[src/rtl/bcd_pkg.sv]
// Shared decimal-arithmetic definitions for the BCD datapath blocks.
package bcd_pkg;

   typedef enum logic [1:0] {
      IDLE = 2'd0,
      RUN  = 2'd1,
      DONE = 2'd2
   } state_t;

   localparam logic [3:0] BCD_MAX_DIGIT = 4'd9;
   localparam int         BCD_RADIX     = 10;

endpackage

[src/rtl/bcd_digit_sub.sv]
// Single BCD digit subtract with borrow: d = a - b - bin, corrected by +10 on underflow.
module bcd_digit_sub
   import bcd_pkg::*;
(
   input  logic [3:0] a,
   input  logic [3:0] b,
   input  logic       bin,
   output logic [3:0] d,
   output logic       bout
);

   logic signed [4:0] t;
   logic signed [4:0] tc;

   // Operands are 0..9, so t spans -10..9 and the corrected digit always lands in 0..9.
   always_comb begin
      t = $signed({1'b0, a}) - $signed({1'b0, b}) - $signed({4'b0000, bin});
      if (t < 0) begin
         tc   = t + $signed(5'(BCD_RADIX));
         bout = 1'b1;
      end else begin
         tc   = t;
         bout = 1'b0;
      end
      d = tc[3:0];
   end

endmodule

[src/rtl/bcd_subtractor_serial.sv]
// Digit-serial packed-BCD subtractor (A - B), one digit per clock, valid/ready on both sides.
module bcd_subtractor_serial
   import bcd_pkg::*;
#(
   parameter int DIGITS = 4
) (
   input  logic                  clk,
   input  logic                  rst,
   input  logic                  in_valid,
   output logic                  in_ready,
   input  logic [4*DIGITS-1:0]   a,
   input  logic [4*DIGITS-1:0]   b,
   output logic                  out_valid,
   input  logic                  out_ready,
   output logic [4*DIGITS-1:0]   diff,
   output logic                  borrow,
   output logic                  err
);

   localparam int W     = 4 * DIGITS;
   localparam int IDX_W = (DIGITS > 1) ? $clog2(DIGITS) : 1;

   state_t             state, state_nx;
   logic [W-1:0]       a_r, b_r, diff_r;
   logic               borrow_r, err_r, bi;
   logic [IDX_W-1:0]   idx;
   logic [IDX_W+1:0]   bit_ofs;
   logic               in_err, last;
   logic [3:0]         d_cur;
   logic               bout;

   assign bit_ofs = {idx, 2'b00};
   assign last    = (idx == IDX_W'(DIGITS - 1));

   always_comb begin
      in_err = 1'b0;
      for (int i = 0; i < DIGITS; i++) begin
         if (a[4*i +: 4] > BCD_MAX_DIGIT || b[4*i +: 4] > BCD_MAX_DIGIT)
            in_err = 1'b1;
      end
   end

   bcd_digit_sub u_dsub (
      .a    (a_r[bit_ofs +: 4]),
      .b    (b_r[bit_ofs +: 4]),
      .bin  (bi),
      .d    (d_cur),
      .bout (bout)
   );

   always_ff @(posedge clk or posedge rst) begin
      if (rst) state <= IDLE;
      else     state <= state_nx;
   end

   // An invalid operand still spends one RUN cycle so the error path answers one edge after accept.
   always_comb begin
      state_nx = state;
      case (state)
         IDLE:    if (in_valid) state_nx = RUN;
         RUN:     if (err_r || last) state_nx = DONE;
         DONE:    if (out_ready) state_nx = IDLE;
         default: state_nx = IDLE;
      endcase
   end

   always_comb begin
      in_ready  = (state == IDLE);
      out_valid = (state == DONE);
   end

   always_ff @(posedge clk) begin
      if (state == IDLE && in_valid) begin
         a_r <= a;
         b_r <= b;
      end
   end

   always_ff @(posedge clk or posedge rst) begin
      if (rst) begin
         diff_r   <= '0;
         borrow_r <= 1'b0;
         err_r    <= 1'b0;
         idx      <= '0;
         bi       <= 1'b0;
      end else begin
         case (state)
            IDLE: begin
               if (in_valid) begin
                  diff_r   <= '0;
                  borrow_r <= 1'b0;
                  err_r    <= in_err;
                  idx      <= '0;
                  bi       <= 1'b0;
               end
            end
            RUN: begin
               if (!err_r) begin
                  diff_r[bit_ofs +: 4] <= d_cur;
                  bi                   <= bout;
                  idx                  <= last ? '0 : idx + IDX_W'(1);
                  if (last) borrow_r <= bout;
               end
            end
            default: ;
         endcase
      end
   end

   assign diff   = diff_r;
   assign borrow = borrow_r;
   assign err    = err_r;

endmodule

[config.mk]
export PLATFORM = sky130hd
export DESIGN_NAME = bcd_subtractor_serial
export DESIGN_NICKNAME = d
export VERILOG_FILES = /design/src/rtl/bcd_pkg.sv /design/src/rtl/bcd_digit_sub.sv /design/src/rtl/bcd_subtractor_serial.sv
export SDC_FILE = /design/constraint.sdc
export NUM_CORES = 1
export LEC_CHECK = 0
export ABC_AREA = 0
export ABC_CLOCK_PERIOD_IN_PS = 4950
export CORE_MARGIN = 2
export CORE_UTILIZATION = 30
export DETAILED_ROUTE_END_ITERATION = 12
export DONT_BUFFER_PORTS = 1
export SLEW_MARGIN = 20
export SYNTH_ARGS = -nofsm -noshare
export SYNTH_HDL_FRONTEND = slang
export SYNTH_HIERARCHICAL = 1
export SYNTH_SLANG_ARGS = --single-unit
export TNS_END_PERCENT = 5
[constraint.sdc]
create_clock -name clk -period 4.95 [get_ports clk]
set_input_delay 0.99 -clock clk [delete_from_list [all_inputs] [get_ports clk]]
set_output_delay 0.99 -clock clk [all_outputs]
set_load 0.05 [all_outputs]
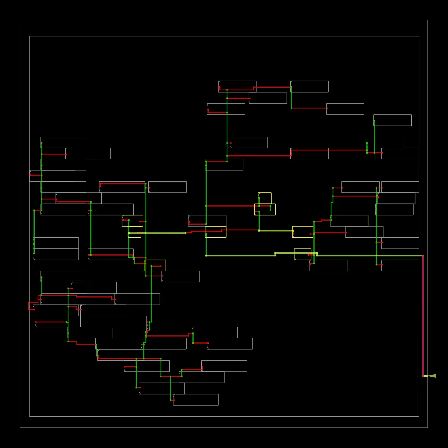
Fig. 1. Clock routing.
CTS Buf Count: 5
Clk Latency, worst-skew pair: 0.31 ns

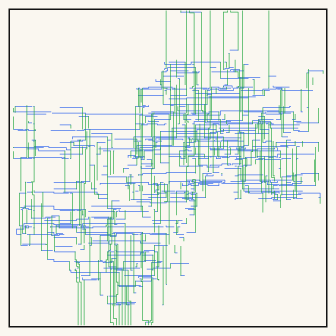
Fig. 2. Routed metal, one colour a layer.
Two of the layers only.
- green: met2 (wire length 2480 microns)
- blue: met1 (wire length 2350 microns)

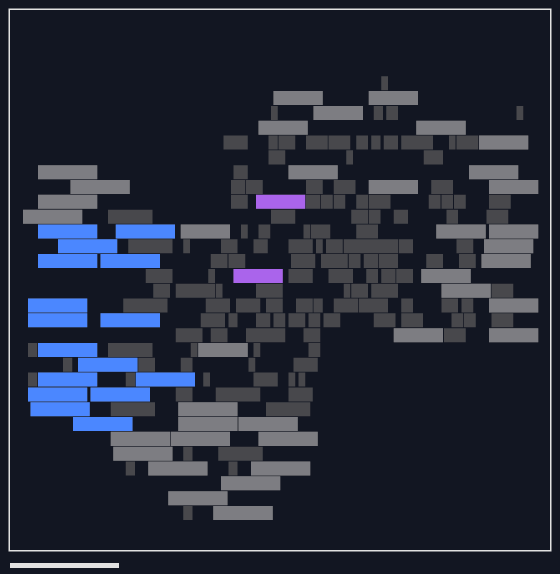
Fig. 3. Sequential cells coloured by netlist name.
Bar = 20 microns. Other sequential cells in the stronger grey, the rest of the logic in the fainter grey.
- purple: `idx` (flops 2)
- blue: `a_r` (flops 16)

==> qor.yml <==
final_timing:
  hold_viol: 0
  setup_violations: 0
  finalClockSkew_ns: 0.02453
  max_freq_mhz: 256.8
  finalCritPeriodShare: 0.7868
  slew_viol_final: 0
  setup_slack_ns: 1.055
  setup_tns_ns: 0
  relSlewSlack: 0.3921
synthesis:
  top_cell: "edfxtp_1"
  syn_area_sq_um: 2715
  async_flop_share: 0.4182
  ys_area_sq_um: 2715
  synth_warnings: 6
  area_leaders: "edfxtp_1 (35%), dfrtp_1 (21%), mux4_2 (6.6%), ha_1 (5.5%), mux2_2 (5.0%)"
  largest_area_cell: "edfxtp_1"
  synth_nets: 237
  netlist_top_cells_count: "edfxtp_1 (32), dfrtp_1 (23), inv_1 (14)"
  dominantRegCellSynth: "edfxtp_1"
place:
  post-place-ws_ns: 1.049
  hpwl_microns: 3830
  gp_congestion: 0.7384
  io_buffers: 0
  place_inst: 290
layout:
  finish.utilization: 0.3341
  nets: 239
  fillers: 864
  flop_area_sq_um: 1536
  lay_top_cells: "edfxtp_1 (32), dfrtp_1 (23), inv_1 (14)"
  logic_area_sq_um: 1099
  antenna_cells: 0
  synthToLayoutAreaGrowth_pct: 7.834
route:
  wire_per_inst_microns: 17.45
  ant_nets: 0
  finalWirelength_microns: 5199
  drt_first_pass_iters: 4
  drtIter0Drc: 49
  wl_met2_microns: 2484
power_and_ir_drop:
  p_comb_frac: 0.360
  swShare: 0.3974
  power_density_nw_per_um2: 519.0
  p_switching_mw: 0.6039
  clkPwrFrac: 0.175
grt:
  grt_start_max_net_pins: 35
  grtUsageMet2: 0.1736
  grt_pass1_vias: 1601
  use_met1: 0.1442
  grt_pass1_wl_microns: 8397
  antenna_found_initial: 0
  grtUsageMet3: 0.03935
worst_setup_path:
  cp-end-kind: "flip-flop"
  crit_type: "flip-flop to flip-flop"
clock_tree:
  path_clk_slew_ns: 0.12
  cts_sinks: 55
  cts_hold_buf: 0
  cts_root_buf: "clkbuf_8"
floorplan:
  core_area_sq_um: 8763
  dieWidth_microns: 99.14
hold_path:
  hp-class: "flip-flop to flip-flop"
run_status:
  status: "completed"
job:
  warnings: 31
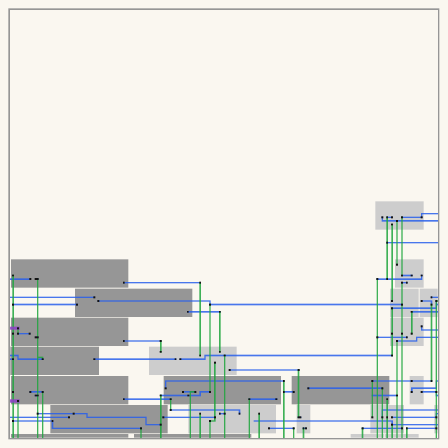
Fig. 4. A small window of the routed layout.
Window x 5 to 45, y 54 to 94 microns. Cells in grey, sequential cells in the stronger grey; small squares are vias.
- green: met2
- purple: met3
- blue: met1
- netlist names of flops here include: `b_r` (4), `a_r` (3)
- sequential cells in the window: 8
- cells with their middle in the window: 18
- most frequent: edfxtp_1 (7), a22o_1 (3), mux4_2 (2)

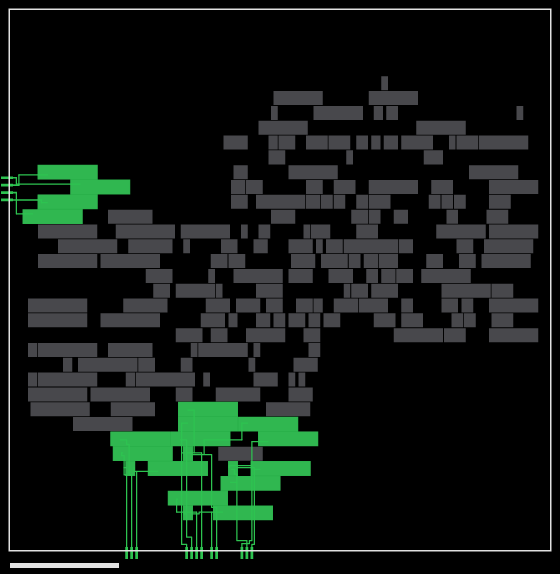
Fig. 5. Port wiring.
Bar = 20 microns.
- green: `b` (bits 16; direction input; edge 12 south, 4 west; end cells 20; wire 302 microns)

-- power groups by stage --
stage / sequential (mW) / clock (mW) / combinational, mW
after floorplan: 0.683 / 0 / 0.466
after global placement: 0.719 / 0 / 0.549
after detailed placement: 0.720 / 0 / 0.556
after CTS: 0.710 / 0.274 / 0.558
after global routing: 0.721 / 0.291 / 0.613
final: 0.706 / 0.266 / 0.547
-- worst max-delay path, cell delays in order, from the launching register on --
cell	delay [ns]
dfrtp_1	0.87
mux4_2	0.62
fa_1	0.49
fa_1	0.41
nand2b_1	0.17
a211o_1	0.31
and2_4	0.18
mux2_4	0.31
and3_1	0.14
mux2_2	0.26
-- state kept, by name, summed over array words and instances, names as in the netlist --
register,count
a_r,16
borrow,1
err,1
b_r,16
bi,1
diff,16
idx,2
state,2
-- worst paths after layout --
kind / startpoint / endpoint / slack [ns] / depth (start not counted)
hold reg to reg: bi / bi / 0.55 / 1
setup reg to reg: idx[0] / diff[14] / 1.06 / 9
min in group asynchronous: rst / diff[12] / 0.75 / 1
setup / recovery: idx[0] / diff[14] / 1.06 / 9
max in group asynchronous: rst / diff[6] / 3.62 / 1
hold / removal: bi / bi / 0.55 / 1
-- cells by family after synthesis --
family / Yosys count / share of synthesized area
DFF: 55 / 0.5659
and+or+nand+nor: 39 / 0.09954
AOI/OAI and AO/OA: 32 / 0.09171
muxes: 22 / 0.1253
buffers and inverters: 20 / 0.03134
adders and majority gates: 14 / 0.07005
xor gates and xnor gates: 5 / 0.01613
-- layout make-up --
cell class	count	area share
clock buffers	5	0.02350
clock inverters	3	0.009829
inverters	14	0.01795
multi-input cells	112	0.3752
flip-flops and latches	55	0.5248
well taps	108	0.04615
repair buffers	1	0.002564
Power figures rest on the tool's default switching activity, not on a simulated workload.
